===== src/rtl/clock_gen_pkg.sv =====
// rtl/clock_gen_pkg.sv - shared defaults and mode encodings for the CPU clock generator
package clock_gen_pkg;

    localparam int DEF_DEB_BITS = 8;
    localparam int DEF_DIV_BITS = 16;
    localparam int DEF_T_STATES = 5;
    localparam int DEF_T_W      = 3;

    localparam logic MODE_MANUAL = 1'b0;
    localparam logic MODE_AUTO   = 1'b1;

endpackage


===== src/rtl/clock_gen_if.sv =====
// rtl/clock_gen_if.sv - tick and T-state bundle between clock generator and control unit
interface clock_gen_if #(
    parameter int T_STATES = 5,
    parameter int T_W      = 3
);
    logic                tick;
    logic [T_W-1:0]      t_state;
    logic [T_STATES-1:0] t_onehot;
    logic                step_reset;

    modport master (output tick, output t_state, output t_onehot, input step_reset);
    modport slave  (input tick, input t_state, input t_onehot, output step_reset);
endinterface


===== src/rtl/clock_gen_btn_debounce.sv =====
// rtl/clock_gen_btn_debounce.sv - step button synchroniser with saturating hysteresis debounce
module btn_debounce #(
    parameter int DEB_BITS = 8
) (
    input  logic clk,
    input  logic resetn,
    input  logic pulse,
    output logic level,
    output logic rise
);
    localparam logic [DEB_BITS-1:0] CNT_MAX = '1;

    logic                sync1;
    logic                sync2;
    logic [DEB_BITS-1:0] cnt;

    always_ff @(posedge clk) begin
        if (!resetn) begin
            sync1 <= 1'b0;
            sync2 <= 1'b0;
            cnt   <= '0;
            level <= 1'b0;
            rise  <= 1'b0;
        end else begin
            sync1 <= pulse;
            sync2 <= sync1;
            if (sync2 && cnt != CNT_MAX) begin
                cnt <= cnt + DEB_BITS'(1);
            end else if (!sync2 && cnt != '0) begin
                cnt <= cnt - DEB_BITS'(1);
            end
            // Level only moves at the counter extremes; in between it holds.
            rise <= 1'b0;
            if (cnt == CNT_MAX) begin
                level <= 1'b1;
                rise  <= !level;
            end else if (cnt == '0) begin
                level <= 1'b0;
            end
        end
    end
endmodule


===== src/rtl/clock_gen.sv =====
// rtl/clock_gen.sv - auto/manual tick generator with halt masking and T-state sequencer
module clock_gen
    import clock_gen_pkg::*;
#(
    parameter int DEB_BITS = DEF_DEB_BITS,
    parameter int DIV_BITS = DEF_DIV_BITS,
    parameter int T_STATES = DEF_T_STATES,
    parameter int T_W      = DEF_T_W
) (
    input  logic                system_clock,
    input  logic                reset_n,
    input  logic                run_mode,
    input  logic [DIV_BITS-1:0] div_value,
    input  logic                manual_pulse,
    input  logic                halt,
    output logic                btn_level,
    output logic                halted,
    clock_gen_if.master         cpu
);
    logic [DIV_BITS-1:0] div_cnt;
    logic                auto_q;
    logic                man_q;
    logic                btn_rise;
    logic                auto_run;
    logic                tick;
    logic [T_W-1:0]      t_state_q;
    logic [T_W-1:0]      t_next;
    logic [T_STATES-1:0] t_onehot_q;

    btn_debounce #(.DEB_BITS(DEB_BITS)) u_debounce (
        .clk    (system_clock),
        .resetn (reset_n),
        .pulse  (manual_pulse),
        .level  (btn_level),
        .rise   (btn_rise)
    );

    assign auto_run = (run_mode == MODE_AUTO) && !halt;

    // Edges seen during halt or auto mode are dropped here rather than queued.
    always_ff @(posedge system_clock) begin
        if (!reset_n) begin
            div_cnt <= '0;
            auto_q  <= 1'b0;
            man_q   <= 1'b0;
            halted  <= 1'b0;
        end else begin
            halted <= halt;
            man_q  <= btn_rise && (run_mode == MODE_MANUAL) && !halt;
            if (auto_run) begin
                auto_q  <= (div_cnt == div_value);
                div_cnt <= (div_cnt == div_value) ? '0 : div_cnt + DIV_BITS'(1);
            end else begin
                auto_q  <= 1'b0;
                div_cnt <= '0;
            end
        end
    end

    assign tick = (auto_q || man_q) && !halt;

    always_comb begin
        t_next = t_state_q + T_W'(1);
        if (cpu.step_reset || t_state_q == T_W'(T_STATES - 1)) begin
            t_next = '0;
        end
    end

    always_ff @(posedge system_clock) begin
        if (!reset_n) begin
            t_state_q  <= '0;
            t_onehot_q <= T_STATES'(1);
        end else if (tick) begin
            t_state_q  <= t_next;
            t_onehot_q <= T_STATES'(1) << t_next;
        end
    end

    assign cpu.tick     = tick;
    assign cpu.t_state  = t_state_q;
    assign cpu.t_onehot = t_onehot_q;
endmodule


===== src/flat_wrapper.sv =====
// flat-port wrapper written by rule: the top's interface ports become plain ports
module clock_gen_flat import clock_gen_pkg::*;
#(
    parameter int DEB_BITS = DEF_DEB_BITS,
    parameter int DIV_BITS = DEF_DIV_BITS,
    parameter int T_STATES = DEF_T_STATES,
    parameter int T_W      = DEF_T_W
)
  (system_clock, reset_n, run_mode, div_value, manual_pulse, halt, btn_level, halted, cpu_tick, cpu_t_state, cpu_t_onehot, cpu_step_reset);
  clock_gen_if #(.T_STATES(T_STATES), .T_W(T_W)) cpu_i ();
  input  logic system_clock;
  input  logic reset_n;
  input  logic run_mode;
  input  logic [DIV_BITS-1:0] div_value;
  input  logic manual_pulse;
  input  logic halt;
  output logic btn_level;
  output logic halted;
  output wire logic [$bits(cpu_i.tick)-1:0] cpu_tick;
  output wire logic [$bits(cpu_i.t_state)-1:0] cpu_t_state;
  output wire logic [$bits(cpu_i.t_onehot)-1:0] cpu_t_onehot;
  input wire logic [$bits(cpu_i.step_reset)-1:0] cpu_step_reset;
  assign cpu_tick = cpu_i.tick;
  assign cpu_t_state = cpu_i.t_state;
  assign cpu_t_onehot = cpu_i.t_onehot;
  assign cpu_i.step_reset = cpu_step_reset;
  clock_gen #(.DEB_BITS(DEB_BITS), .DIV_BITS(DIV_BITS), .T_STATES(T_STATES), .T_W(T_W)) u_core (.system_clock(system_clock), .reset_n(reset_n), .run_mode(run_mode), .div_value(div_value), .manual_pulse(manual_pulse), .halt(halt), .btn_level(btn_level), .halted(halted), .cpu(cpu_i));
endmodule

===== config.mk =====
export PLATFORM = sky130hd
export DESIGN_NAME = clock_gen_flat
export DESIGN_NICKNAME = d
export VERILOG_FILES = /design/src/rtl/clock_gen_pkg.sv /design/src/rtl/clock_gen_if.sv /design/src/rtl/clock_gen_btn_debounce.sv /design/src/rtl/clock_gen.sv /design/src/flat_wrapper.sv
export SDC_FILE = /design/constraint.sdc
export NUM_CORES = 1
export LEC_CHECK = 0
export CORE_ASPECT_RATIO = 1.2
export CORE_MARGIN = 10
export CORE_UTILIZATION = 55
export DETAILED_ROUTE_END_ITERATION = 8
export DONT_BUFFER_PORTS = 1
export PLACE_DENSITY = 0.7
export SLEW_MARGIN = 0
export SYNTH_ARGS = -nofsm -noshare
export SYNTH_HDL_FRONTEND = slang
export SYNTH_SLANG_ARGS = --single-unit

===== constraint.sdc =====
create_clock -name system_clock -period 3.2 [get_ports system_clock]
set_clock_uncertainty 0.15 [all_clocks]
set_input_delay 0.64 -clock system_clock [delete_from_list [all_inputs] [get_ports system_clock]]
set_output_delay 0.64 -clock system_clock [all_outputs]
set_load 0.02 [all_outputs]

Figure 1. Routed metal per tile.
Drawn at 4 px/um. 15 x 17 tiles, from dark purple (low) to yellow (high), scaled to the fullest tile. Values are wire area over tile area, all layers added.
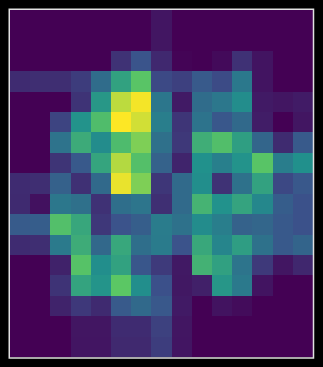
fullest tile = 0.42
mean over tiles = 0.098
tiles over half the peak = 16%
densest ninth of the die = centre
nearly empty tiles = 31%
Total Routed Length: 4040 um
detailed-route wire length per cell: 15.0 um

Figure 2. Placed standard cells.
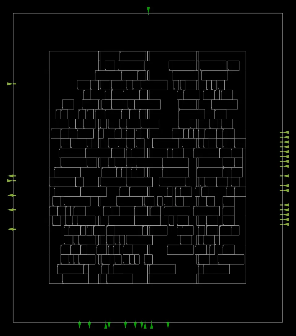
post-route core utilization: 59.7%
Std-Cell Core Area: 0.00360 mm^2
register share of the cell area: 36.3%
Seq cells: 39
count of inserted tapcells: 39

==> impl_table.tex <==
% Auto-generated results table
\begin{tabular}{lr}
\hline
Metric & Value \\
\hline
\multicolumn{2}{l}{\textbf{Critical path}} \\
Arrival time of the worst setup path & $\sim$2.8 ns \\
Top delay family on crit path & AND-OR/OR-AND gates \\
Largest stage delay, worst path & between 0.4 and 0.5 ns \\
Startpoint-to-endpoint class of the critical path & flip-flop to flip-flop \\
\multicolumn{2}{l}{\textbf{Place}} \\
Placed Cells incl. Taps & 261 \\
\multicolumn{2}{l}{\textbf{Timing}} \\
Final total negative setup slack & 0 ns \\
Worst Tran Pin Value & 0.859 ns \\
Achievable frequency & approximately 0.36 GHz \\
Remaining max-slew budget at the tightest pin & a little over two fifths \\
Final worst hold slack & approximately 0.28 ns \\
\multicolumn{2}{l}{\textbf{Synth}} \\
Post-synth seq share & 38.2\% \\
Combined area of all synthesized cells & approximately 0.0020 mm\^{}2 \\
FFs w/ async S/R, synth & 0\% \\
Synth Warn \# & 0 \\
Synthesized netlist cell count & between 200 and 250 \\
Cell Type Count & about 46 \\
\multicolumn{2}{l}{\textbf{Run status}} \\
Outcome & finished clean \\
\multicolumn{2}{l}{\textbf{GRT}} \\
Maximum number of pins on one net before global-route repair & 26 \\
First-pass GRT wire length & just under 7000 um \\
\multicolumn{2}{l}{\textbf{Pwr}} \\
Net switching power figure & 0.417 mW \\
Cell-internal power & around 0.9 mW \\
\multicolumn{2}{l}{\textbf{Flow run}} \\
Stage-log warning count & 27 \\
\multicolumn{2}{l}{\textbf{Clock network}} \\
Clock tree root buffer cell & clkbuf\_8 \\
Clk\_lat worst skew & approximately 0.28 ns \\
\multicolumn{2}{l}{\textbf{Layout}} \\
Non-filler cells in the finished layout & 269 \\
\multicolumn{2}{l}{\textbf{Drt}} \\
Violation count after the first detailed-route iteration & 51 \\
Total number of vias & approximately 1600 \\
\hline
\end{tabular}
Figure 3. PDN straps and rails.
Drawn at 6 px/um. Pins as bars on the die edge.
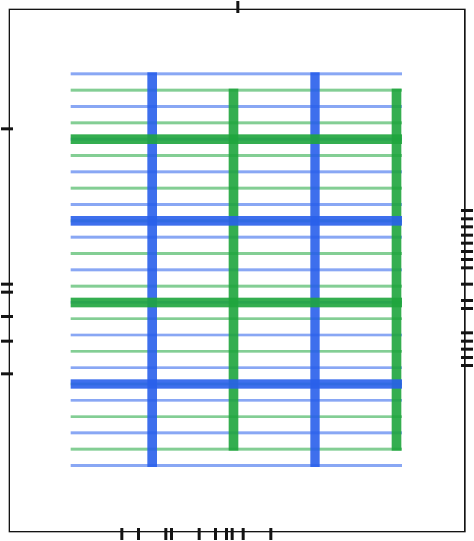
blue -> VSS
green -> VDD
met4 straps = 4
rows = 24
height of the die: 86.8 um
maximum VDD drop: 0.000359 V
horizontal die dimension: 75.7 um

Figure 4. Zoomed window.
Window x 13 to 63, y 36 to 86 um. Cells in grey, sequential cells in the stronger grey; small squares are vias.
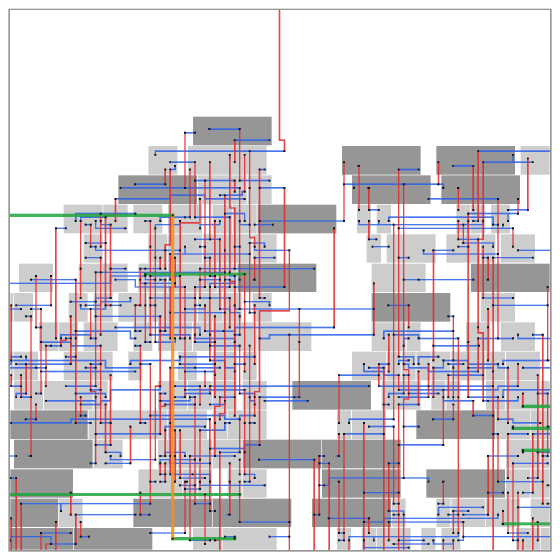
red -> metal 2
blue -> metal 1
green -> metal 3
orange -> metal 4
sequential cells in the window = 25
netlist names of flops here include = u_core.div_cnt (11), u_core.u_debounce.cnt (8), u_core.cpu.t_onehot (2)
most frequent = dfxtp_1 (25), xor2_1 (16), nor2_1 (14)
cells with their middle in the window = 138

stage by stage:
stage          power [mW]  cell area, um^2
4_1_cts              1.33             2150
3_3_place_gp         1.00             2070
5_1_grt              1.42             2150
3_5_place_dp         1.02             2070
6_report             1.32             2150
2_1_floorplan       0.946             2050
worst reg2reg max path: cells and delay by family, from the launching register on:
family	cells	cell delay, ns
adder cells (fa/ha/maj)	1	0.34
AND/OR/NAND/NOR	3	0.76
XOR/XNOR	1	0.15
AND-OR/OR-AND	4	0.82
flip-flops	1	0.46
routing by layer:
layer | global-route usage, % | up-vias | part of all wire [%]
met2 | 22.2 | 28 | 51
met3 | 4.81 | 2 | 6.9
met5 | 0 | - | 0
met1 | 13.8 | 735 | 41
met4 | 4.57 | 0 | 0.72
li1 | - | 802 | -
power groups by stage:
stage / registers, mW / logic (mW) / clock network [mW]
after floorplan: 0.574 / 0.372 / 0
after global routing: 0.582 / 0.490 / 0.347
after detailed placement: 0.585 / 0.433 / 0
after global placement: 0.585 / 0.418 / 0
after CTS: 0.576 / 0.433 / 0.325
final: 0.577 / 0.430 / 0.311
registers in the layout, summed over array words and instances, names as in the netlist, 3 cells and up:
register               flops
u_core.cpu.t_onehot        5
u_core.cpu.t_state         3
u_core.div_cnt            16
u_core.u_debounce.cnt      8
kinds of logic after synthesis:
group | synth area share, %
xor+xnor | 14.1
compound gates | 13.1
fa+ha+maj | 6.48
flops | 38.2
mux | 0.489
simple gates | 25.4
buf+inv | 2.26
area by class of cell:
cell class | instances | area, um^2
clock buffers | 7 | 76.3
well taps | 39 | 48.8
inverters | 6 | 22.5
multi-input cells | 177 | 1220
flip-flops and latches | 39 | 781
clock inverters | 1 | 5.00
fillers | 343 | 1450
cells in the mapped netlist, drive strengths merged, types with 4 or more instances:
cell | instances | area (um^2)
nand2 | 17 | 63.8
dfxtp | 39 | 781
a21boi | 4 | 30.0
clkbuf | 4 | 16.3
nor4 | 4 | 25.0
xor2 | 26 | 228
a21oi | 8 | 40.0
nor2 | 23 | 86.3
o21ai | 8 | 40.0
and2 | 11 | 68.8
ha | 9 | 113
xnor2 | 7 | 61.3
nand3 | 8 | 40.0
inv | 6 | 22.5
nor3 | 6 | 40.0
nand4 | 5 | 31.3
worst paths after layout:
path	slack [ns]	cells after the start	to	startpoint
worst min-delay path	0.28	1	u_core.man_q	halt
worst min register to register	0.28	1	u_core.u_debounce.sync2	u_core.u_debounce.sync1
worst max register to register	0.42	9	u_core.u_debounce.cnt[6]	u_core.u_debounce.cnt[0]
worst max-delay path	0.42	9	u_core.u_debounce.cnt[6]	u_core.u_debounce.cnt[0]
Power is estimated from default activity; no workload was simulated.
